$ cat src/rtl/oracle_pkg.sv
// Shared definitions for the oracle sequence controller: FSM states and
// default sizing for the vector buffer, core inputs and core reset window.
package oracle_pkg;

    localparam int DEF_SEQ_MAX = 8;
    localparam int DEF_IN_W    = 4;
    localparam int DEF_RST_CYC = 2;
    localparam int QCNT_W      = 16;

    typedef enum logic [2:0] {
        IDLE,
        LOAD,
        CRST,
        RUN,
        RESP
    } state_t;

endpackage

$ cat src/rtl/oracle_seq_ctrl_if.sv
// Host-side query bus of the oracle sequence controller: query start,
// vector load handshake and response handshake.
interface oracle_seq_ctrl_if
    import oracle_pkg::*;
#(
    parameter int SEQ_MAX = DEF_SEQ_MAX,
    parameter int IN_W    = DEF_IN_W
);

    localparam int LEN_W = $clog2(SEQ_MAX + 1);

    logic               start_i;
    logic [LEN_W-1:0]   seq_len_i;
    logic               vec_valid_i;
    logic               vec_ready_o;
    logic [IN_W-1:0]    vec_i;
    logic               resp_valid_o;
    logic               resp_ready_i;
    logic [SEQ_MAX-1:0] resp_o;
    logic               err_o;
    logic               busy_o;

    modport master (
        output start_i, seq_len_i, vec_valid_i, vec_i, resp_ready_i,
        input  vec_ready_o, resp_valid_o, resp_o, err_o, busy_o
    );

    modport slave (
        input  start_i, seq_len_i, vec_valid_i, vec_i, resp_ready_i,
        output vec_ready_o, resp_valid_o, resp_o, err_o, busy_o
    );

endinterface

$ cat src/rtl/oracle_vec_buf.sv
// Query vector store: one synchronous write port, one asynchronous read port.
// Deliberately unreset; every slot is written in LOAD before RUN reads it.
module oracle_vec_buf
    import oracle_pkg::*;
#(
    parameter int SEQ_MAX = DEF_SEQ_MAX,
    parameter int IN_W    = DEF_IN_W
) (
    input  logic                       clk,
    input  logic                       we,
    input  logic [$clog2(SEQ_MAX)-1:0] wr_addr,
    input  logic [IN_W-1:0]            wr_data,
    input  logic [$clog2(SEQ_MAX)-1:0] rd_addr,
    output logic [IN_W-1:0]            rd_data
);

    logic [IN_W-1:0] mem [SEQ_MAX];

    always_ff @(posedge clk) begin
        if (we) begin
            mem[wr_addr] <= wr_data;
        end
    end

    assign rd_data = mem[rd_addr];

endmodule

$ cat src/rtl/oracle_seq_ctrl.sv
// Sequences a test core through load, reset, run and response phases.
// Define ORACLE_QCNT_EN to add the 16-bit answered-query counter qcnt_o.
module oracle_seq_ctrl
    import oracle_pkg::*;
#(
    parameter int SEQ_MAX = DEF_SEQ_MAX,
    parameter int IN_W    = DEF_IN_W,
    parameter int RST_CYC = DEF_RST_CYC
) (
    input  logic              CLK,
    input  logic              RN,
    oracle_seq_ctrl_if.slave  host,
    output logic [IN_W-1:0]   core_in_o,
    output logic              core_rn_o,
    input  logic              core_out_i
`ifdef ORACLE_QCNT_EN
    ,
    output logic [QCNT_W-1:0] qcnt_o
`endif
);

    localparam int LEN_W = $clog2(SEQ_MAX + 1);
    localparam int IDX_W = $clog2(SEQ_MAX);
    localparam int RC_W  = (RST_CYC > 1) ? $clog2(RST_CYC) : 1;

    state_t             state;
    logic [LEN_W-1:0]   seq_len;
    logic [LEN_W-1:0]   idx;
    logic [RC_W-1:0]    rst_cnt;
    logic [SEQ_MAX-1:0] resp;
    logic               vec_ready;
    logic               resp_valid;
    logic               err;
    logic               busy;

    logic [LEN_W-1:0]   idx_next;
    logic               last_idx;
    logic               len_ok;
    logic               wr_en;
    logic [IDX_W-1:0]   rd_addr;
    logic [IN_W-1:0]    rd_data;

    assign idx_next = idx + LEN_W'(1);
    assign last_idx = (idx == seq_len - LEN_W'(1));
    assign len_ok   = (host.seq_len_i != '0) && (host.seq_len_i <= LEN_W'(SEQ_MAX));
    assign wr_en    = (state == LOAD) && vec_ready && host.vec_valid_i;

    // RUN registers the next vector one cycle ahead, so read idx+1 there and slot 0 otherwise
    assign rd_addr  = ((state == RUN) && (idx_next < seq_len)) ? idx_next[IDX_W-1:0] : '0;

    oracle_vec_buf #(
        .SEQ_MAX (SEQ_MAX),
        .IN_W    (IN_W)
    ) u_vec_buf (
        .clk     (CLK),
        .we      (wr_en),
        .wr_addr (idx[IDX_W-1:0]),
        .wr_data (host.vec_i),
        .rd_addr (rd_addr),
        .rd_data (rd_data)
    );

    always_ff @(posedge CLK or negedge RN) begin
        if (!RN) begin
            state      <= IDLE;
            seq_len    <= '0;
            idx        <= '0;
            rst_cnt    <= '0;
            resp       <= '0;
            vec_ready  <= 1'b0;
            resp_valid <= 1'b0;
            err        <= 1'b0;
            busy       <= 1'b0;
            core_in_o  <= '0;
            core_rn_o  <= 1'b0;
        end else begin
            err <= 1'b0;
            case (state)
                IDLE: begin
                    if (host.start_i) begin
                        if (len_ok) begin
                            state     <= LOAD;
                            seq_len   <= host.seq_len_i;
                            idx       <= '0;
                            resp      <= '0;
                            vec_ready <= 1'b1;
                            busy      <= 1'b1;
                        end else begin
                            err <= 1'b1;
                        end
                    end
                end
                LOAD: begin
                    if (host.vec_valid_i) begin
                        if (last_idx) begin
                            state     <= CRST;
                            idx       <= '0;
                            rst_cnt   <= '0;
                            vec_ready <= 1'b0;
                        end else begin
                            idx <= idx_next;
                        end
                    end
                end
                CRST: begin
                    if (rst_cnt == RC_W'(RST_CYC - 1)) begin
                        state     <= RUN;
                        core_rn_o <= 1'b1;
                        core_in_o <= rd_data;
                    end else begin
                        rst_cnt <= rst_cnt + RC_W'(1);
                    end
                end
                RUN: begin
                    // Sample the core at the same edge that advances it past vector idx
                    resp[idx[IDX_W-1:0]] <= core_out_i;
                    if (last_idx) begin
                        state      <= RESP;
                        idx        <= '0;
                        core_rn_o  <= 1'b0;
                        core_in_o  <= '0;
                        resp_valid <= 1'b1;
                    end else begin
                        idx       <= idx_next;
                        core_in_o <= rd_data;
                    end
                end
                RESP: begin
                    if (host.resp_ready_i) begin
                        state      <= IDLE;
                        resp_valid <= 1'b0;
                        busy       <= 1'b0;
                    end
                end
                default: begin
                    state      <= IDLE;
                    vec_ready  <= 1'b0;
                    resp_valid <= 1'b0;
                    busy       <= 1'b0;
                    core_rn_o  <= 1'b0;
                    core_in_o  <= '0;
                end
            endcase
        end
    end

`ifdef ORACLE_QCNT_EN
    always_ff @(posedge CLK or negedge RN) begin
        if (!RN) begin
            qcnt_o <= '0;
        end else if (resp_valid && host.resp_ready_i) begin
            qcnt_o <= qcnt_o + QCNT_W'(1);
        end
    end
`endif

    assign host.vec_ready_o  = vec_ready;
    assign host.resp_valid_o = resp_valid;
    assign host.resp_o       = resp;
    assign host.err_o        = err;
    assign host.busy_o       = busy;

endmodule

$ cat src/flat_wrapper.sv
// flat-port wrapper written by rule: the top's interface ports become plain ports
module oracle_seq_ctrl_flat import oracle_pkg::*;
#(
    parameter int SEQ_MAX = DEF_SEQ_MAX,
    parameter int IN_W    = DEF_IN_W,
    parameter int RST_CYC = DEF_RST_CYC
)
  (CLK, RN, core_in_o, core_rn_o, core_out_i, host_start_i, host_seq_len_i, host_vec_valid_i, host_vec_i, host_resp_ready_i, host_vec_ready_o, host_resp_valid_o, host_resp_o, host_err_o, host_busy_o);
  oracle_seq_ctrl_if #(.SEQ_MAX(SEQ_MAX), .IN_W(IN_W)) host_i ();
  input  logic CLK;
  input  logic RN;
  output logic [IN_W-1:0] core_in_o;
  output logic core_rn_o;
  input  logic core_out_i;
  input wire logic [$bits(host_i.start_i)-1:0] host_start_i;
  input wire logic [$bits(host_i.seq_len_i)-1:0] host_seq_len_i;
  input wire logic [$bits(host_i.vec_valid_i)-1:0] host_vec_valid_i;
  input wire logic [$bits(host_i.vec_i)-1:0] host_vec_i;
  input wire logic [$bits(host_i.resp_ready_i)-1:0] host_resp_ready_i;
  output wire logic [$bits(host_i.vec_ready_o)-1:0] host_vec_ready_o;
  output wire logic [$bits(host_i.resp_valid_o)-1:0] host_resp_valid_o;
  output wire logic [$bits(host_i.resp_o)-1:0] host_resp_o;
  output wire logic [$bits(host_i.err_o)-1:0] host_err_o;
  output wire logic [$bits(host_i.busy_o)-1:0] host_busy_o;
  assign host_i.start_i = host_start_i;
  assign host_i.seq_len_i = host_seq_len_i;
  assign host_i.vec_valid_i = host_vec_valid_i;
  assign host_i.vec_i = host_vec_i;
  assign host_i.resp_ready_i = host_resp_ready_i;
  assign host_vec_ready_o = host_i.vec_ready_o;
  assign host_resp_valid_o = host_i.resp_valid_o;
  assign host_resp_o = host_i.resp_o;
  assign host_err_o = host_i.err_o;
  assign host_busy_o = host_i.busy_o;
  oracle_seq_ctrl #(.SEQ_MAX(SEQ_MAX), .IN_W(IN_W), .RST_CYC(RST_CYC)) u_core (.CLK(CLK), .RN(RN), .host(host_i), .core_in_o(core_in_o), .core_rn_o(core_rn_o), .core_out_i(core_out_i));
endmodule
$ cat config.mk
export PLATFORM = sky130hd
export DESIGN_NAME = oracle_seq_ctrl_flat
export DESIGN_NICKNAME = d
export VERILOG_FILES = /design/src/rtl/oracle_pkg.sv /design/src/rtl/oracle_seq_ctrl_if.sv /design/src/rtl/oracle_vec_buf.sv /design/src/rtl/oracle_seq_ctrl.sv /design/src/flat_wrapper.sv
export SDC_FILE = /design/constraint.sdc
export NUM_CORES = 1
export LEC_CHECK = 0
export CAP_MARGIN = 40
export CORE_UTILIZATION = 51
export CTS_CLUSTER_DIAMETER = 80
export CTS_CLUSTER_SIZE = 28
export DETAILED_ROUTE_END_ITERATION = 16
export GPL_ROUTABILITY_DRIVEN = 0
export MAX_ROUTING_LAYER = met4
export PLACE_DENSITY = 0.76
export SKIP_LAST_GASP = 1
export SLEW_MARGIN = 20
export SYNTH_ARGS = -nofsm -noshare
export SYNTH_HDL_FRONTEND = slang
export SYNTH_SLANG_ARGS = --single-unit
export TNS_END_PERCENT = 100
$ cat constraint.sdc
create_clock -name CLK -period 3.15 [get_ports CLK]
set_input_delay 0.63 -clock CLK [delete_from_list [all_inputs] [get_ports CLK]]
set_output_delay 0.63 -clock CLK [all_outputs]
set_load 0.05 [all_outputs]
Figure 1. M2 wires (run 1).
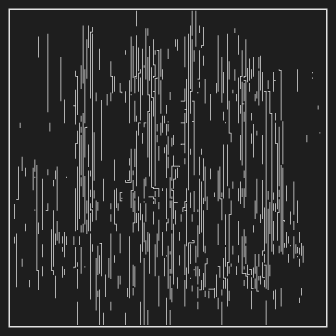
The wires run mostly vertical. The longest straight run is 43.2 um. The layer carries 2600 um of wire. 267 nets have wire on it.
GRT met2 Usage: 29.7%
vias: 2082
overall routed net length: 5.77 mm

Figure 2. Metal 1 (run 1).
The bar under the picture is 20 um long.
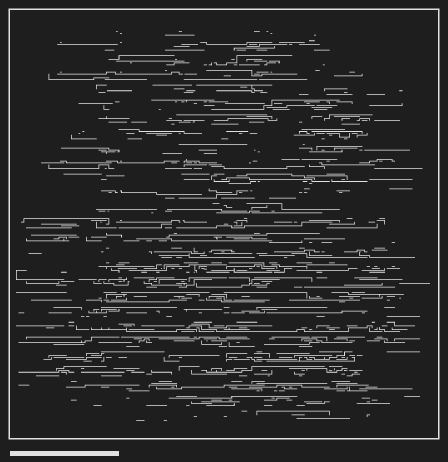
The layer holds 48% of the routed length. The wires run mostly horizontal. The longest straight run is 18.4 um. The layer carries 2770 um of wire. 283 nets have wire on it.

==> results.yml, run 1 <==
# yosys + openroad results
status:
  outcome: "completed"
die:
  initCoreUtil_pct: 53.6
  chip_area_um2: 6170
  n_tap_cell: 72
  ioPinCount: 31
  num_rows: 27
  dieWidth_um: 78.6
hold_path:
  min_path_type: "reg -> reg"
power_and_ir_drop:
  switching_share_pct: 41.3
  powerComb_mw: 1.82
  powerSeq_mw: 1.17
  p_leak_nw: 1.38
  seqPwrFrac_pct: 31.2
  comb_power_share_pct: 48.8
  powerClk_uw: 749
  maxPowerGroup: "combinational cells"
final_timing:
  timing.final.crit_share_pct: 89.3
  max_slew_margin_pct: 54.4
  skew_ns: 0.00556
  setup_violations: 0
  whs_ns: 0.486
  tns_ns: 0
  fin_ws_ns: 0.337
  period_needed_ns: 2.81
  worst_pin_slew_ns: 0.678
  grt_setup_unrepaired: "no"
cells_and_area:
  layout.nets: 309
  final-clk-cell-share_pct: 5.98
  signal_buffers: 34
  logic_area_um2: 1220
  seq_cell_count: 61
  largest_register: "u_core.u_vec_buf.mem"
  postLayoutCellArea_um2: 3580
  fin_util_pct: 64.2
  num_antenna_cells: 0
  layout-drive-gt1-share_pct: 15.6
  final_cells: 366
  area_growth_pct: 19.6
  comb.multi_input.count: 174
  fill_cells: 448
detailed_routing:
  drt_first_iter_violations: 141
  drc: 0
  highest_layer: "met4"
  dr_wl_met3_um: 347
  routed_via_density: 5.69
grt:
  grt-busiest-layer: "met1"
  grt_max_degree: 30
  overflow: 0
  grt_pass1_wl_mm: 9.52
  grt_use_met3_pct: 7.56
  grt_antenna_before_repair: 0
cts:
  post_cts_buffers: 0
  clockRootBuffer: "clkbuf_8"
  cts.clk_slew.worst_paths_ns: 0.07
  worstSkewPairLatency_ns: 0.34
  clock_path_buffers: 2
  htree_levels: 3
  cts_tree: "done"
  cts_hold_buf: 0
  numCtsBuffers: 9
yosys:
  synthesis.nets: 276
  synth.distinct_cells: 53
  ys_area_um2: 2990
  ys_cells: 256
  ys_async_sr_fraction_pct: 47.5
  ys_seq_share_pct: 56.4
  ys_warn_count: 0
  synth_area_um2: 2990
place:
  dp_cells: 350
  pre_cts_slack_ns: 0.361
critical_path:
  start_kind: "register"
  cpMaxStageDelayCell: "dfrtp_1"
job:
  warnings: 26
Figure 3. Placement density heat map (run 1).
The bar under the picture is 20 um long. 8 x 8 tiles, from black (low) to pale yellow (high), 0 to 100% covered.
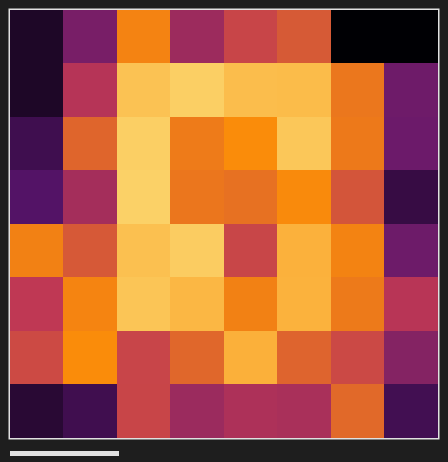
The fullest tile reaches 90%. 3.1% of the tiles are nearly empty. 23% of the tiles are over 75% full.

Figure 4. Routing congestion (run 1).
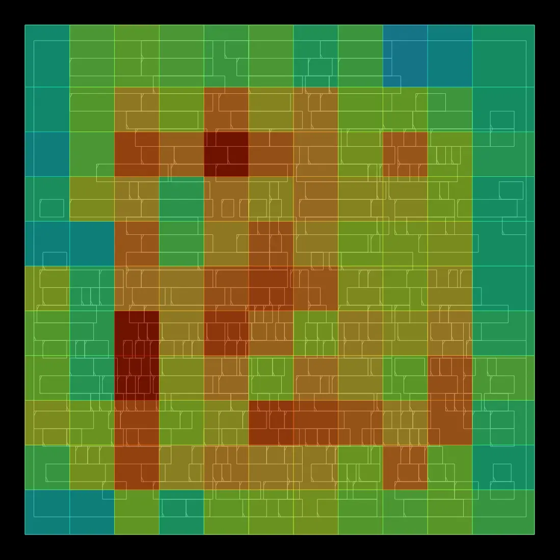
Tot GR Track Use: 21.5%
routed len/inst: 15.8 um
met1 Track Usage GR: 29.8%

run 1: placed cells by master, fill, tap and decap left out, drive strengths merged, types with 4 or more instances in the layout:
cell,Yosys,routed
clkinv,0,4
dfrtp,29,29
mux2i,5,5
nor3b,6,6
nand3,10,10
mux4,6,6
ha,6,6
nor2,24,24
or2,4,4
clkdlybuf4s50,0,30
nor3,15,15
o21ai,19,19
o41ai,4,4
edfxtp,32,32
nand2,27,27
inv,9,9
a21oi,8,8
nand2b,5,5
buf,4,4
clkbuf,8,9
run 1: worst register-to-register path, stage by stage, from the launching register on:
cell	delay, ns
dfrtp_1	0.50
nand3_1	0.20
and2_1	0.21
or2_2	0.27
ha_1	0.29
a2111o_1	0.43
or2_0	0.38
nor3_1	0.31
o41ai_2	0.11
run 1: kinds of logic (layout without fill, tap and decap cells):
logic type / Yosys count / count (layout) / synth area share [%]
AND-OR/OR-AND: 48 / 48 / 11.5
XOR/XNOR: 5 / 5 / 2.18
adder cells (fa/ha/maj): 6 / 6 / 2.51
buffers and inverters: 21 / 59 / 2.85
flip-flops: 61 / 61 / 56.4
multiplexers: 12 / 12 / 6.57
AND/OR/NAND/NOR: 103 / 103 / 18.0
run 1: final timing paths:
kind                                      from                    end  slack (ns)  cells after the start
max in group asynchronous                   RN  u_core.host.resp_o[5]        2.19                      2
hold reg to reg            u_core.core_in_o[2]    u_core.core_in_o[2]        0.49                      2
min in group asynchronous                   RN      u_core.seq_len[1]        0.68                      2
setup / recovery                 u_core.idx[1]    u_core.core_in_o[2]        0.34                      8
hold / removal             u_core.core_in_o[2]    u_core.core_in_o[2]        0.49                      2
setup reg to reg                 u_core.idx[1]    u_core.core_in_o[2]        0.34                      8
==> run 2: changes to the inputs <==
Settings changed: CTS_CLUSTER_DIAMETER 80 to 200.
Figure 5. Metal 1 (run 2).
The bar under the picture is 20 um long.
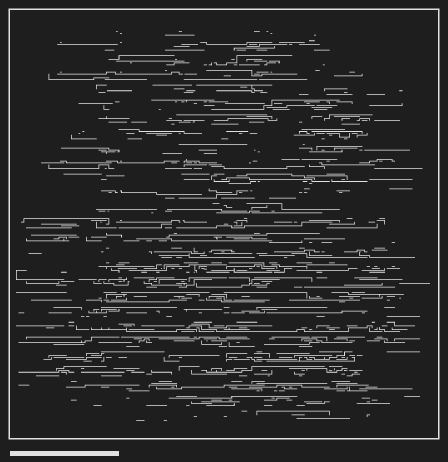
The wires run mostly horizontal. 283 nets have wire on it. The layer holds 48% of the routed length. The layer carries 2770 um of wire. The longest straight run is 18.4 um.

Figure 6. Wiring heat map (run 2).
The bar under the picture is 20 um long. 16 x 16 tiles, from black (low) to pale yellow (high), scaled to the fullest tile. Values are wire area over tile area, all layers added.
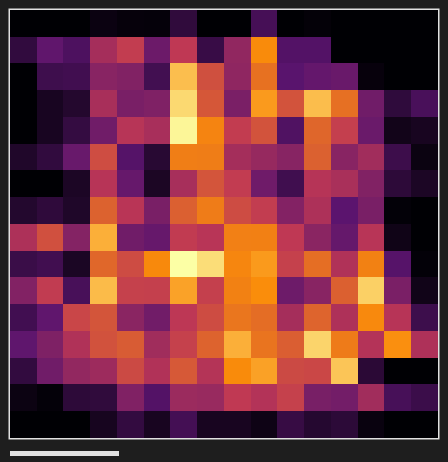
The mean over all tiles is 0.15. 32% of the tiles are over half the peak. 14% of the tiles are nearly empty. The fullest tile reaches 0.42. The densest ninth of the die: middle.

==> run 2 against run 1 <==
  * Final area unchanged
  * Synthesized area is the same
  * Flip-flop count is the same
  * Critical path depth is the same
  * First-iteration DRC count did not move
  * Core utilization unchanged
  * Final cell count did not move
  * Die area unchanged
  * Clock power is essentially flat
==> results.yml, run 2 <==
# yosys + openroad results
final_timing:
  skew_ns: 0.00556
  worst_pin_slew_ns: 0.678
  period_needed_ns: 2.81
  whs_ns: 0.486
  grt_setup_unrepaired: "no"
  timing.final.crit_share_pct: 89.3
  max_slew_margin_pct: 54.4
yosys:
  ys_warn_count: 0
  synth.distinct_cells: 53
  synth_area_um2: 2990
  ys_area_um2: 2990
  ys_async_sr_fraction_pct: 47.5
  ys_cells: 256
  synthesis.nets: 276
hold_path:
  min_path_type: "reg -> reg"
cells_and_area:
  fill_cells: 448
  num_antenna_cells: 0
  comb.multi_input.count: 174
  area_growth_pct: 19.6
  logic_area_um2: 1220
  final_cell_mix: "edfxtp_1 (32), clkdlybuf4s50_1 (30), dfrtp_1 (29)"
  final_common_cell: "edfxtp_1"
  signal_buffers: 34
  layout-drive-gt1-share_pct: 15.6
  layout.nets: 309
  final-clk-cell-share_pct: 5.98
cts:
  htree_levels: 3
  post_cts_buffers: 0
  numCtsBuffers: 9
  clock_path_buffers: 2
  cts_hold_buf: 0
  cts_tree: "done"
die:
  dieWidth_um: 78.6
  chip_area_um2: 6170
  n_tap_cell: 72
  ioPinCount: 31
job:
  warnings: 26
place:
  dp_cells: 350
  pre_cts_slack_ns: 0.361
  dpl_cell_area_um2: 3360
detailed_routing:
  drt_first_iter_violations: 141
  routed_via_density: 5.69
  finalWirelength_mm: 5.77
  drc: 0
  vias: 2082
grt:
  track_usage_pct: 21.5
  grt_max_degree: 30
  grt_pass1_wl_mm: 9.52
power_and_ir_drop:
  p_leak_nw: 1.38
critical_path:
  start_kind: "register"
status:
  outcome: "completed"
Figure 7. Placement density heat map (run 2).
The bar under the picture is 20 um long. 8 x 8 tiles, from black (low) to pale yellow (high), 0 to 100% covered.
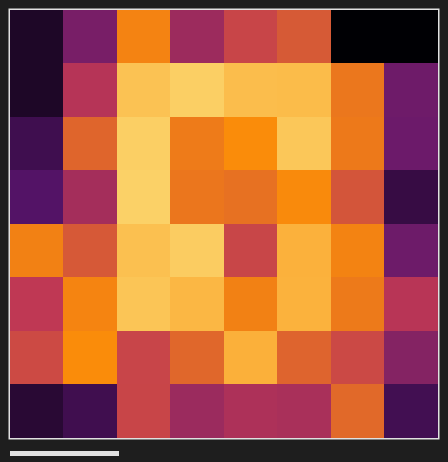
23% of the tiles are over 75% full. The mean over all tiles is 56%. The fullest tile reaches 90%.
Final Util: 64.2%
core footprint: 5570 um^2
FP Util: 53.6%

==> run 2: cells by family (layout without fill, tap and decap cells) <==
group                      count (synthesis)  count (layout)  synth area share (%)
DFF                                       61              61                  56.4
muxes                                     12              12                  6.57
buffers and inverters                     21              59                  2.85
and+or+nand+nor                          103             103                  18.0
xor gates and xnor gates                   5               5                  2.18
adders and majority gates                  6               6                  2.51
AOI/OAI and AO/OA                         48              48                  11.5
==> run 2: report_power, final <==
part,internal [mW],switching (mW),leakage [nW],total [mW]
combinational,0.740,1.08,0.629,1.82
clock,0.441,0.309,0.107,0.749
sequential,1.02,0.153,0.647,1.17
total,2.20,1.55,1.38,3.74
==> run 2: final timing paths <==
check / depth (start not counted) / to / startpoint / slack [ns]
max in group asynchronous: 2 / u_core.host.resp_o[5] / RN / 2.19
min in group asynchronous: 2 / u_core.seq_len[1] / RN / 0.68
hold / removal: 2 / u_core.core_in_o[2] / u_core.core_in_o[2] / 0.49
setup reg to reg: 8 / u_core.core_in_o[2] / u_core.idx[1] / 0.34
hold reg to reg: 2 / u_core.core_in_o[2] / u_core.core_in_o[2] / 0.49
setup / recovery: 8 / u_core.core_in_o[2] / u_core.idx[1] / 0.34
==> run 2: critical path, stage by stage (launching register included) <==
cell and delay, ns:
dfrtp_1 0.50, nand3_1 0.20, and2_1 0.21, or2_2 0.27, ha_1 0.29, a2111o_1 0.43, or2_0 0.38, nor3_1 0.31
o41ai_2 0.11
==> run 2: routing by layer <==
layer / global-route usage [%] / up-vias / share of wire [%]
li1: - / 1002 / -
met1: 29.8 / 1021 / 48
met2: 29.7 / 53 / 45
met3: 7.56 / 6 / 6.0
met4: 6.48 / 0 / 0.85
met5: - / - / 0
Power and IR drop assume default switching activity.
